[config.mk]
export PLATFORM = sky130hd
export DESIGN_NAME = ymux_rr_stream
export DESIGN_NICKNAME = d
export VERILOG_FILES = /design/src/rtl/ymux_rr_stream.sv
export SDC_FILE = /design/constraint.sdc
export NUM_CORES = 1
export LEC_CHECK = 0
export CAP_MARGIN = 20
export CELL_PAD_IN_SITES_DETAIL_PLACEMENT = 1
export CELL_PAD_IN_SITES_GLOBAL_PLACEMENT = 1
export CORE_ASPECT_RATIO = 1.2
export CORE_MARGIN = 2
export CORE_UTILIZATION = 29
export DETAILED_ROUTE_END_ITERATION = 8
export PLACE_DENSITY = 0.92
export SYNTH_ARGS = -nofsm -noshare
export SYNTH_HDL_FRONTEND = slang
export SYNTH_SLANG_ARGS = --single-unit
export TNS_END_PERCENT = 5
[constraint.sdc]
create_clock -name clk -period 9 [get_ports clk]
set_clock_uncertainty 0.05 [all_clocks]
set_input_delay 1.8 -clock clk [delete_from_list [all_inputs] [get_ports clk]]
set_output_delay 1.8 -clock clk [all_outputs]
set_load 0.05 [all_outputs]
[src/rtl/ymux_rr_stream.sv]
// Registered CHANNELS-way valid/ready stream mux; round-robin, or fixed priority with YMUX_FIXED_PRIO_EN.
// Latency: one cycle from input transfer to out_valid; one word per cycle sustained.
// Backpressure: out_ready low with out_valid high holds the output word and drops every in_ready.
module ymux_rr_stream #(
  parameter int WIDTH    = 32,
  parameter int CHANNELS = 4,
  parameter int SELW     = 2,
  parameter int CNTW     = 16
) (
  input  logic                      clk,
  input  logic                      reset,
  input  logic [CHANNELS-1:0]       in_valid,
  input  logic [CHANNELS*WIDTH-1:0] in_data,
  output logic [CHANNELS-1:0]       in_ready,
  input  logic                      force_en,
  input  logic [SELW-1:0]           force_sel,
  output logic                      out_valid,
  output logic [WIDTH-1:0]          out_data,
  output logic [SELW-1:0]           out_ch,
  input  logic                      out_ready,
  output logic [CNTW-1:0]           xfer_cnt
);

  logic                load;
  logic [CHANNELS-1:0] elig;
  logic [CHANNELS-1:0] rot;
  logic [SELW-1:0]     off;
  logic                gnt_vld;
  logic [SELW-1:0]     gnt;
  logic [SELW-1:0]     gnt_nxt;
  logic [WIDTH-1:0]    sel_dat;
  logic                xfer;

  assign load = !out_valid || out_ready;

  // An out-of-range force_sel matches no channel, leaving nothing eligible.
  always_comb begin
    elig = '0;
    for (int i = 0; i < CHANNELS; i++) begin
      elig[i] = in_valid[i] && (!force_en || (force_sel == SELW'(i)));
    end
  end

`ifdef YMUX_FIXED_PRIO_EN
  assign rot = elig;

  always_comb begin
    gnt = off;
  end
`else
  logic [SELW-1:0]       ptr;
  logic [2*CHANNELS-1:0] dbl;
  logic [SELW:0]         gsum;

  // Rotate so that bit 0 of rot is channel ptr; the first set bit is the winner's offset.
  assign dbl = {elig, elig} >> ptr;
  assign rot = dbl[CHANNELS-1:0];

  always_comb begin
    gsum = {1'b0, ptr} + {1'b0, off};
    if (gsum >= (SELW+1)'(CHANNELS)) begin
      gsum = gsum - (SELW+1)'(CHANNELS);
    end
    gnt = gsum[SELW-1:0];
  end
`endif

  always_comb begin
    gnt_vld = 1'b0;
    off     = '0;
    for (int k = CHANNELS-1; k >= 0; k--) begin
      if (rot[k]) begin
        gnt_vld = 1'b1;
        off     = SELW'(k);
      end
    end
  end

  always_comb begin
    sel_dat = '0;
    for (int i = 0; i < CHANNELS; i++) begin
      if (gnt == SELW'(i)) begin
        sel_dat = in_data[i*WIDTH +: WIDTH];
      end
    end
  end

  always_comb begin
    in_ready = '0;
    if (gnt_vld && load) begin
      in_ready[gnt] = 1'b1;
    end
  end

  assign xfer    = gnt_vld && load;
  assign gnt_nxt = (gnt == SELW'(CHANNELS-1)) ? '0 : gnt + 1'b1;

  always_ff @(posedge clk or posedge reset) begin
    if (reset) begin
      out_valid <= 1'b0;
      out_data  <= '0;
      out_ch    <= '0;
      xfer_cnt  <= '0;
    end else if (load) begin
      if (xfer) begin
        out_valid <= 1'b1;
        out_data  <= sel_dat;
        out_ch    <= gnt;
        xfer_cnt  <= xfer_cnt + 1'b1;
      end else begin
        out_valid <= 1'b0;
      end
    end
  end

`ifndef YMUX_FIXED_PRIO_EN
  always_ff @(posedge clk or posedge reset) begin
    if (reset) begin
      ptr <= '0;
    end else if (xfer) begin
      ptr <= gnt_nxt;
    end
  end
`else
  logic unused_gnt_nxt;
  assign unused_gnt_nxt = ^gnt_nxt;
`endif

endmodule
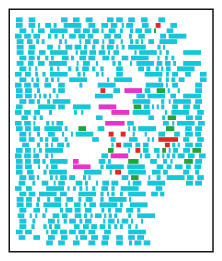
Figure 1: run 1, cells by drive strength.
(2 px per um)
[green] x2 | cells: 12 | share: 2.1%
[magenta] x6 and larger | cells: 7 | share: 1.3%
[cyan] x1 and smaller | cells: 532 | share: 95%
[red] x3 and x4 | cells: 9 | share: 1.6%
synthesis-to-finish area growth: 65.6%
post-route cell area: 5430 um2

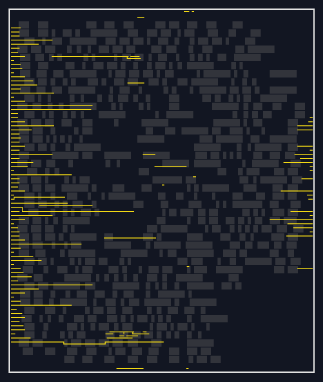
Figure 2: run 1, M3 wires.
(3 px per um) Cells faint in the background.
longest straight run: 37.0 um
nets with wire on the layer: 113
main direction: horizontal
wire length on this layer: 800 um
met3 Usage GRT: 0.0509
routed vias: 3616
WL final: 12000 um

==> impl_metrics.py, run 1 <==
# Generated from Yosys and OpenROAD reports
metrics = {
    "logic_synthesis": {
        "synth_top_flop_cell": "dfrtp_1",
        "syn_avg_cell_area_um2": 8.55,
        "fp_nets": 528,
        "topCellsByArea": "dfrtp_1 (40%), a221oi_1 (8.5%), nor3_1 (5.5%)",
        "ys_area_um2": 3280,
        "ys_ff": 53,
        "synth-edff-count": 0,
        "ys_cells": 384,
        "async_flop_share": 1.00,
        "synth_cell_types": 42,
        "ys_seq_share": 0.404,
        "syn_inst": 384,
        "synth.top_cell.area_share": 0.404,
        "yosysWarningCount": 0,
        "synth_area_um2": 3280,
        "synth_area_leader_cell": "dfrtp_1",
    },
    "global_route": {
        "grt_util_met2": 0.366,
        "antenna_found_initial": 0,
        "grt_max_degree": 89,
        "grt_overflow": 0,
        "grt_pass1_vias": 3733,
        "grt_pass1_wl_um": 19000,
        "grt-busiest-layer": "met2",
        "grtUsageMet1": 0.224,
    },
    "drt": {
        "antenna_left": 0,
        "drtIter0Drc": 94,
        "drc": 0,
        "first_pass_iters": 4,
        "route.met3.wl_um": 800,
        "vias_per_cell": 5.23,
        "route.met2.wl_um": 6440,
        "met1_length_um": 4590,
        "topRoutingLayerUsed": "met4",
    },
    "hold_path": {
        "hold_class": "register to register",
        "min_delay_path_depth": 2,
        "hold_end": "out_data[27]$_DFFE_PP0P_",
        "min_from": "out_data[27]$_DFFE_PP0P_",
    },
    "worst_setup_path": {
        "cp.depth": 11,
        "crit_chain": "clkdlybuf4s50_1 -> nand4bb_1 -> o211ai_1 -> or2_2 -> maj3_1 -> xnor2_1 -> ha_1 -> buf_4 -> inv_1 -> nor2_1 -> clkdlybuf4s50_1",
        "crit_buf_inv": 4,
        "cp-start-kind": "input pin",
        "reg2reg_to": "out_data[24]$_DFFE_PP0P_",
        "cp-end-kind": "output pin",
        "crit_fanout": 35,
        "r2r-start": "ptr[0]$_DFFE_PP0P_",
        "critPathKind": "input pin to output pin",
        "slowest_delay_ns": 0.82,
        "cp_top_family": "buffers and inverters",
        "cp_slowest_cell": "clkdlybuf4s50_1",
        "crit_top_cell": "clkdlybuf4s50_1",
        "arrival_ns": 5.47,
        "cp.required_ns": 7.15,
        "r2r_cells": 13,
        "r2r_slack_ns": 4.94,
    },
    "timing": {
        "worst_pin_slew_ns": 0.855,
        "whs_ns": 0.433,
        "finalSetupViolCount": 0,
        "slew_headroom": 0.430,
        "hold_violations": 0,
        "period_minus_slack_ns": 7.32,
        "slew_viol_final": 0,
        "rsz0062_at_grt": "no",
        "max_freq_mhz": 137,
        "tns_ns": 0,
        "period_used_share": 0.814,
    },
    "power": {
        "power_density_nw_per_um2": 438,
        "peakVddDrop_mv": 0.163,
        "leakage_nw": 2.08,
    },
    "place": {
        "hpwl_um": 9370,
        "place.gp.congestion": 0.756,
        "port_buffers": 192,
    },
    "cells_and_area": {
        "layout.area.comb_um2": 1760,
        "seq_area_um2": 1330,
        "fillers": 1289,
        "fin_nets": 703,
        "n_antenna_cell": 0,
        "drive_above_1_share": 0.0500,
    },
    "floorplanning": {
        "die_w_um": 101,
        "die_area_um2": 12200,
        "design.core.area_um2": 11000,
        "std_cell_rows": 42,
        "die.size.y_um": 121,
        "io_pins": 193,
        "fp_util": 0.297,
    },
    "clocking": {
        "htree_levels": 2,
        "cts.hold.buffers_added": 0,
        "cts-root-buf": "clkbuf_16",
        "clk_pin_slew_worst_paths_ns": 0.07,
        "cts_tree": "done",
        "cts_resized": 0,
        "clk_path_buf_depth": 2,
        "post_cts_buffers": 0,
    },
    "status": {
        "status": "complete, no violations",
    },
    "flow_run": {
        "warnings": 29,
        "drv_cap": 0,
    },
}
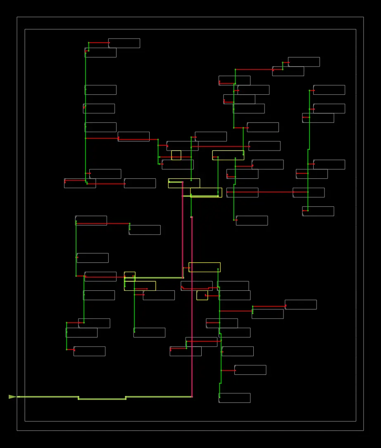
Figure 3: run 1, clock wiring as the flow saved it.
flop count: 53
Late-Pin Clk Latency: 0.29 ns
clk sinks: 53
total CTS buffers: 5
Clock Power: 0.000194 W

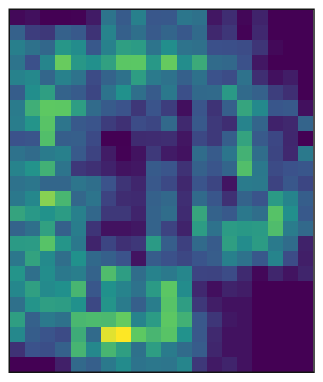
Figure 4: run 1, wire density map.
(3 px per um) 20 x 24 tiles, from dark purple (low) to yellow (high), scaled to the fullest tile. Values are wire area over tile area, all layers added.
mean over tiles: 0.16
nearly empty tiles: 10%
emptiest ninth of the die: bottom right
fullest tile: 0.52
DR WL/cell: 17.4 um
GRT Total Usage: 0.199

run 1: layout by cell type (no fill, tap or decap), drive strengths merged:
master	Yosys	layout
nand2b	1	1
a21oi	34	34
clkinv	1	2
o31ai	1	1
and4	1	1
nand4b	3	3
xor2	12	12
clkbuf	24	5
nor3b	1	1
xnor2	5	5
maj3	1	1
nand3	8	8
or4b	1	1
nand4bb	2	2
or2	1	1
a221oi	32	32
o21ai	35	35
or4bb	1	1
o41ai	1	1
nor4	5	5
nor2b	3	3
nor2	41	41
clkinvlp	0	1
clkdlybuf4s50	0	192
buf	7	7
or4	1	1
mux2i	4	4
nor3	36	36
mux2	3	3
a32o	1	1
nand2	41	41
nand4	1	1
ha	6	6
a2111oi	1	1
dfrtp	53	53
o21bai	1	1
nand3b	1	1
inv	10	11
o211ai	4	4
run 1: cell type report:
class | instances | area share
clock inverters | 3 | 0.00461
clock buffers | 5 | 0.0230
repair buffers | 199 | 0.367
well taps | 132 | 0.0304
flip-flops and latches | 53 | 0.244
multi-input cells | 289 | 0.323
inverters | 11 | 0.00760
run 1: cell usage after synthesis, types with 2 or more instances:
cell type and count:
nor4_1 2, xnor2_1 5, buf_6 5, mux2i_1 4, nand4bb_1 2, xor2_1 12, nor3_1 36, mux2_2 3
nand2_1 41, nand3_1 8, o21ai_1 18, ha_1 6, nor4_2 3, inv_1 10, dfrtp_1 53, a221oi_1 32
buf_4 2, o21ai_0 17, o211ai_1 2, a21oi_1 34, clkbuf_1 23, nor2_1 41, nor2b_1 3, o211ai_2 2
nand4b_1 3
run 1: where the power goes:
part | leakage, nW | switching [W] | internal (W)
clock | 0.0704 | 0.0000894 | 0.000105
combinational | 1.37 | 0.00112 | 0.000635
sequential | 0.641 | 0.0000843 | 0.000347
total | 2.08 | 0.00129 | 0.00109
run 1: worst min-delay path: stages, from the launching register on:
cell     delay (ns)
dfrtp_1        0.34
nand2_1        0.05
o21ai_0        0.06
run 1: cells by family (layout without fill, tap and decap cells):
kind of cell / count (synthesis) / in the layout / synth area share
fa+ha+maj: 7 / 7 / 0.0259
buf+inv: 42 / 218 / 0.0621
compound gates: 110 / 110 / 0.222
mux: 7 / 7 / 0.0225
flops: 53 / 53 / 0.404
xor+xnor: 17 / 17 / 0.0454
simple gates: 148 / 148 / 0.218
run 1: metrics by stage:
stage                     utilization  power, W  instance area [um2]  worst slack, ns  instances
after floorplan                     -   0.00164                 3280             2.53        384
after global placement          0.476   0.00211                 5260             1.64        683
after detailed placement        0.476   0.00219                 5260             1.46        683
after CTS                       0.490   0.00239                 5410             1.45        691
after global routing            0.492   0.00258                 5430             1.47        692
final                           0.492   0.00238                 5430             1.68        692
run 1: flip-flops by register name, indices dropped and copies added (netlist names):
name / flops
out_ch: 2
out_data: 32
out_valid: 1
ptr: 2
xfer_cnt: 16
run 1: worst max path at each step:
stage,to,slack (ns),start
2_1_floorplan,in_ready[3],2.53,force_sel[1]
3_3_place_gp,in_ready[2],1.64,force_sel[0]
3_5_place_dp,in_ready[2],1.46,force_sel[1]
4_1_cts,in_ready[2],1.45,force_sel[1]
5_1_grt,in_ready[1],1.47,in_valid[2]
6_report,in_ready[1],1.68,force_sel[0]
==> run 1 -> run 2 <==
Settings changed: CORE_UTILIZATION 29 to 26, PLACE_DENSITY 0.92 to 0.84.
Clock period 9 ns to 7.63 ns, I/O delays scaled along.
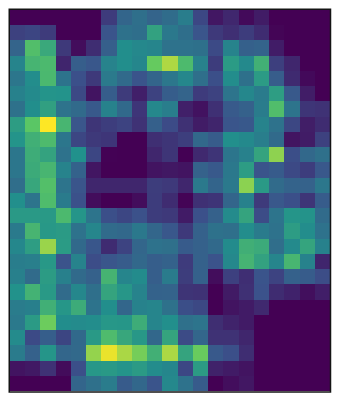
Figure 5: run 2, wire density map.
(3 px per um) 21 x 25 tiles, from dark purple (low) to yellow (high), scaled to the fullest tile. Values are wire area over tile area, all layers added.
emptiest ninth of the die: bottom right
tiles over half the peak: 18%
mean over tiles: 0.15
DR WL/cell: 17.2 um
routed vias: 3594
GRT Total Usage: 0.182

==> impl_metrics.py, run 2 <==
# Generated from Yosys and OpenROAD reports
metrics = {
    "status": {
        "status": "complete, no violations",
    },
    "hold_path": {
        "hold_class": "register to register",
    },
    "logic_synthesis": {
        "ys_ff": 53,
        "syn_inst": 384,
        "yosysMostFrequentCell": "dfrtp_1",
        "fp_nets": 528,
        "synthTopCellsByCount": "dfrtp_1 (53), nand2_1 (41), nor2_1 (41)",
        "yosysWarningCount": 0,
        "synth_area_um2": 3280,
        "topCellsByArea": "dfrtp_1 (40%), a221oi_1 (8.5%), nor3_1 (5.5%)",
        "async_flop_share": 1.00,
        "syn_avg_cell_area_um2": 8.55,
        "ys_area_um2": 3280,
    },
    "clocking": {
        "htree_levels": 2,
        "post_cts_buffers": 0,
        "cts_sinks": 53,
        "clk_path_buf_depth": 2,
        "cts_inserted_buffers": 5,
        "cts-root-buf": "clkbuf_16",
        "clk_latency_ns": 0.29,
        "cts_resized": 0,
        "clk_pin_slew_worst_paths_ns": 0.07,
        "cts_tree": "done",
    },
    "drt": {
        "antenna_left": 0,
        "vias_per_cell": 4.98,
        "first_pass_iters": 5,
        "drt_wl_total_um": 12400,
    },
    "worst_setup_path": {
        "crit_top_cell": "clkdlybuf4s50_1",
        "cp-end-kind": "output pin",
        "slowest_delay_ns": 0.82,
        "crit_fanout": 8,
        "cp_slowest_cell": "clkdlybuf4s50_1",
        "cp.required_ns": 6.05,
        "crit_chain": "clkdlybuf4s50_1 -> or4bb_1 -> o211ai_2 -> a21oi_1 -> o21ai_0 -> ha_1 -> xor2_1 -> ha_2 -> inv_1 -> nor2_1 -> clkdlybuf4s50_1",
        "cp_top_family": "buffers and inverters",
        "cp-start-kind": "input pin",
    },
    "power": {
        "peakVddDrop_mv": 0.318,
        "power_density_nw_per_um2": 515,
        "combPwrFrac": 0.737,
        "seqPwrFrac": 0.180,
        "leakage_nw": 2.08,
    },
    "cells_and_area": {
        "fin_nets": 704,
        "top_regs": "out_data: 32 flops, xfer_cnt: 16 flops",
        "fillers": 1442,
        "layout_top_cell": "clkdlybuf4s50_1",
        "top_register": "out_data",
        "synthToLayoutAreaGrowth_pct": 66.6,
        "n_antenna_cell": 0,
        "finalNonFillerCells": 722,
    },
    "global_route": {
        "grt_pass1_vias": 3832,
        "grt_pass1_wl_um": 19600,
        "antenna_found_initial": 0,
        "grt_overflow": 0,
    },
    "timing": {
        "slew_viol_final": 0,
        "hold_violations": 0,
        "worst_pin_slew_ns": 0.860,
        "tns_ns": 0,
    },
    "place": {
        "hpwl_um": 9540,
        "port_buffers": 192,
        "place.gp.congestion": 0.800,
    },
    "floorplanning": {
        "io_pins": 193,
        "die_area_um2": 13500,
        "die.size.y_um": 127,
        "std_cell_rows": 44,
        "design.core.area_um2": 12200,
        "die_w_um": 107,
    },
}
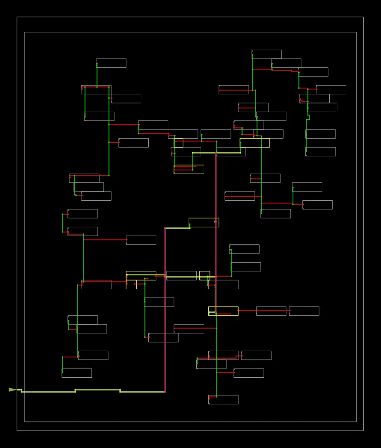
Figure 6: run 2, clock wiring as the flow saved it.
Layout clock buffers: 5
Clock Power: 0.000233 W

-- run 2: final timing paths --
check | slack, ns | endpoint | cells after the start | startpoint
min in group asynchronous | 1.69 | xfer_cnt[13]$_DFFE_PP0P_ | 3 | reset
max in group asynchronous | 5.36 | out_data[25]$_DFFE_PP0P_ | 3 | reset
max | 1.23 | in_ready[3] | 11 | force_sel[1]
min reg2reg | 0.44 | out_data[5]$_DFFE_PP0P_ | 2 | out_data[5]$_DFFE_PP0P_
min | 0.44 | out_data[5]$_DFFE_PP0P_ | 2 | out_data[5]$_DFFE_PP0P_
max reg2reg | 3.19 | out_data[29]$_DFFE_PP0P_ | 15 | ptr[0]$_DFFE_PP0P_
-- run 2: area by class of cell --
class	instances	area share
tap	161	0.0368
clock inverter	3	0.00458
clock buffer	5	0.0229
sequential	53	0.243
timing repair buffer	200	0.364
multi-input combinational	289	0.321
inverter	11	0.00755
-- run 2: worst min-delay path: stages (launching register included) --
cell and delay [ns]:
dfrtp_1 0.35, nand2_1 0.05, o21ai_0 0.06
-- run 2: power groups by stage --
stage / clock network [W] / logic [W] / registers, W
detailed placement: 0 / 0.00210 / 0.000513
floorplan: 0 / 0.00105 / 0.000883
global route: 0.000251 / 0.00227 / 0.000527
CTS: 0.000244 / 0.00210 / 0.000509
global placement: 0 / 0.00202 / 0.000502
finish: 0.000233 / 0.00207 / 0.000506
-- run 2: metal layers --
layer	vias up	wire length [um]	track usage
met3	14	757	0.0429
li1	1746	-	-
met1	1703	4880	0.204
met4	0	206	0.0466
met5	-	0	0
met2	131	6580	0.344
-- run 2: through the flow --
step | cell area [um2] | total power, W | hold slack, ns | util | setup WS (ns)
6_report | 5470 | 0.00281 | 0.438 | 0.447 | 1.23
5_1_grt | 5470 | 0.00304 | 0.461 | 0.447 | 1.04
4_1_cts | 5470 | 0.00285 | 0.440 | 0.447 | 1.21
3_5_place_dp | 5320 | 0.00261 | 0.424 | 0.435 | 1.24
3_3_place_gp | 5320 | 0.00252 | 0.414 | 0.435 | 1.32
2_1_floorplan | 3280 | 0.00194 | 0.511 | - | 1.71
-- run 2: logic make-up (layout without fill, tap and decap cells) --
family | count (synthesis) | count (layout) | share of synthesized area
adders and majority gates | 7 | 7 | 0.0259
muxes | 7 | 7 | 0.0225
buffers and inverters | 42 | 219 | 0.0621
xor gates and xnor gates | 17 | 17 | 0.0454
DFF | 53 | 53 | 0.404
and+or+nand+nor | 148 | 148 | 0.218
AOI/OAI and AO/OA | 110 | 110 | 0.222
Power is estimated from default activity; no workload was simulated.
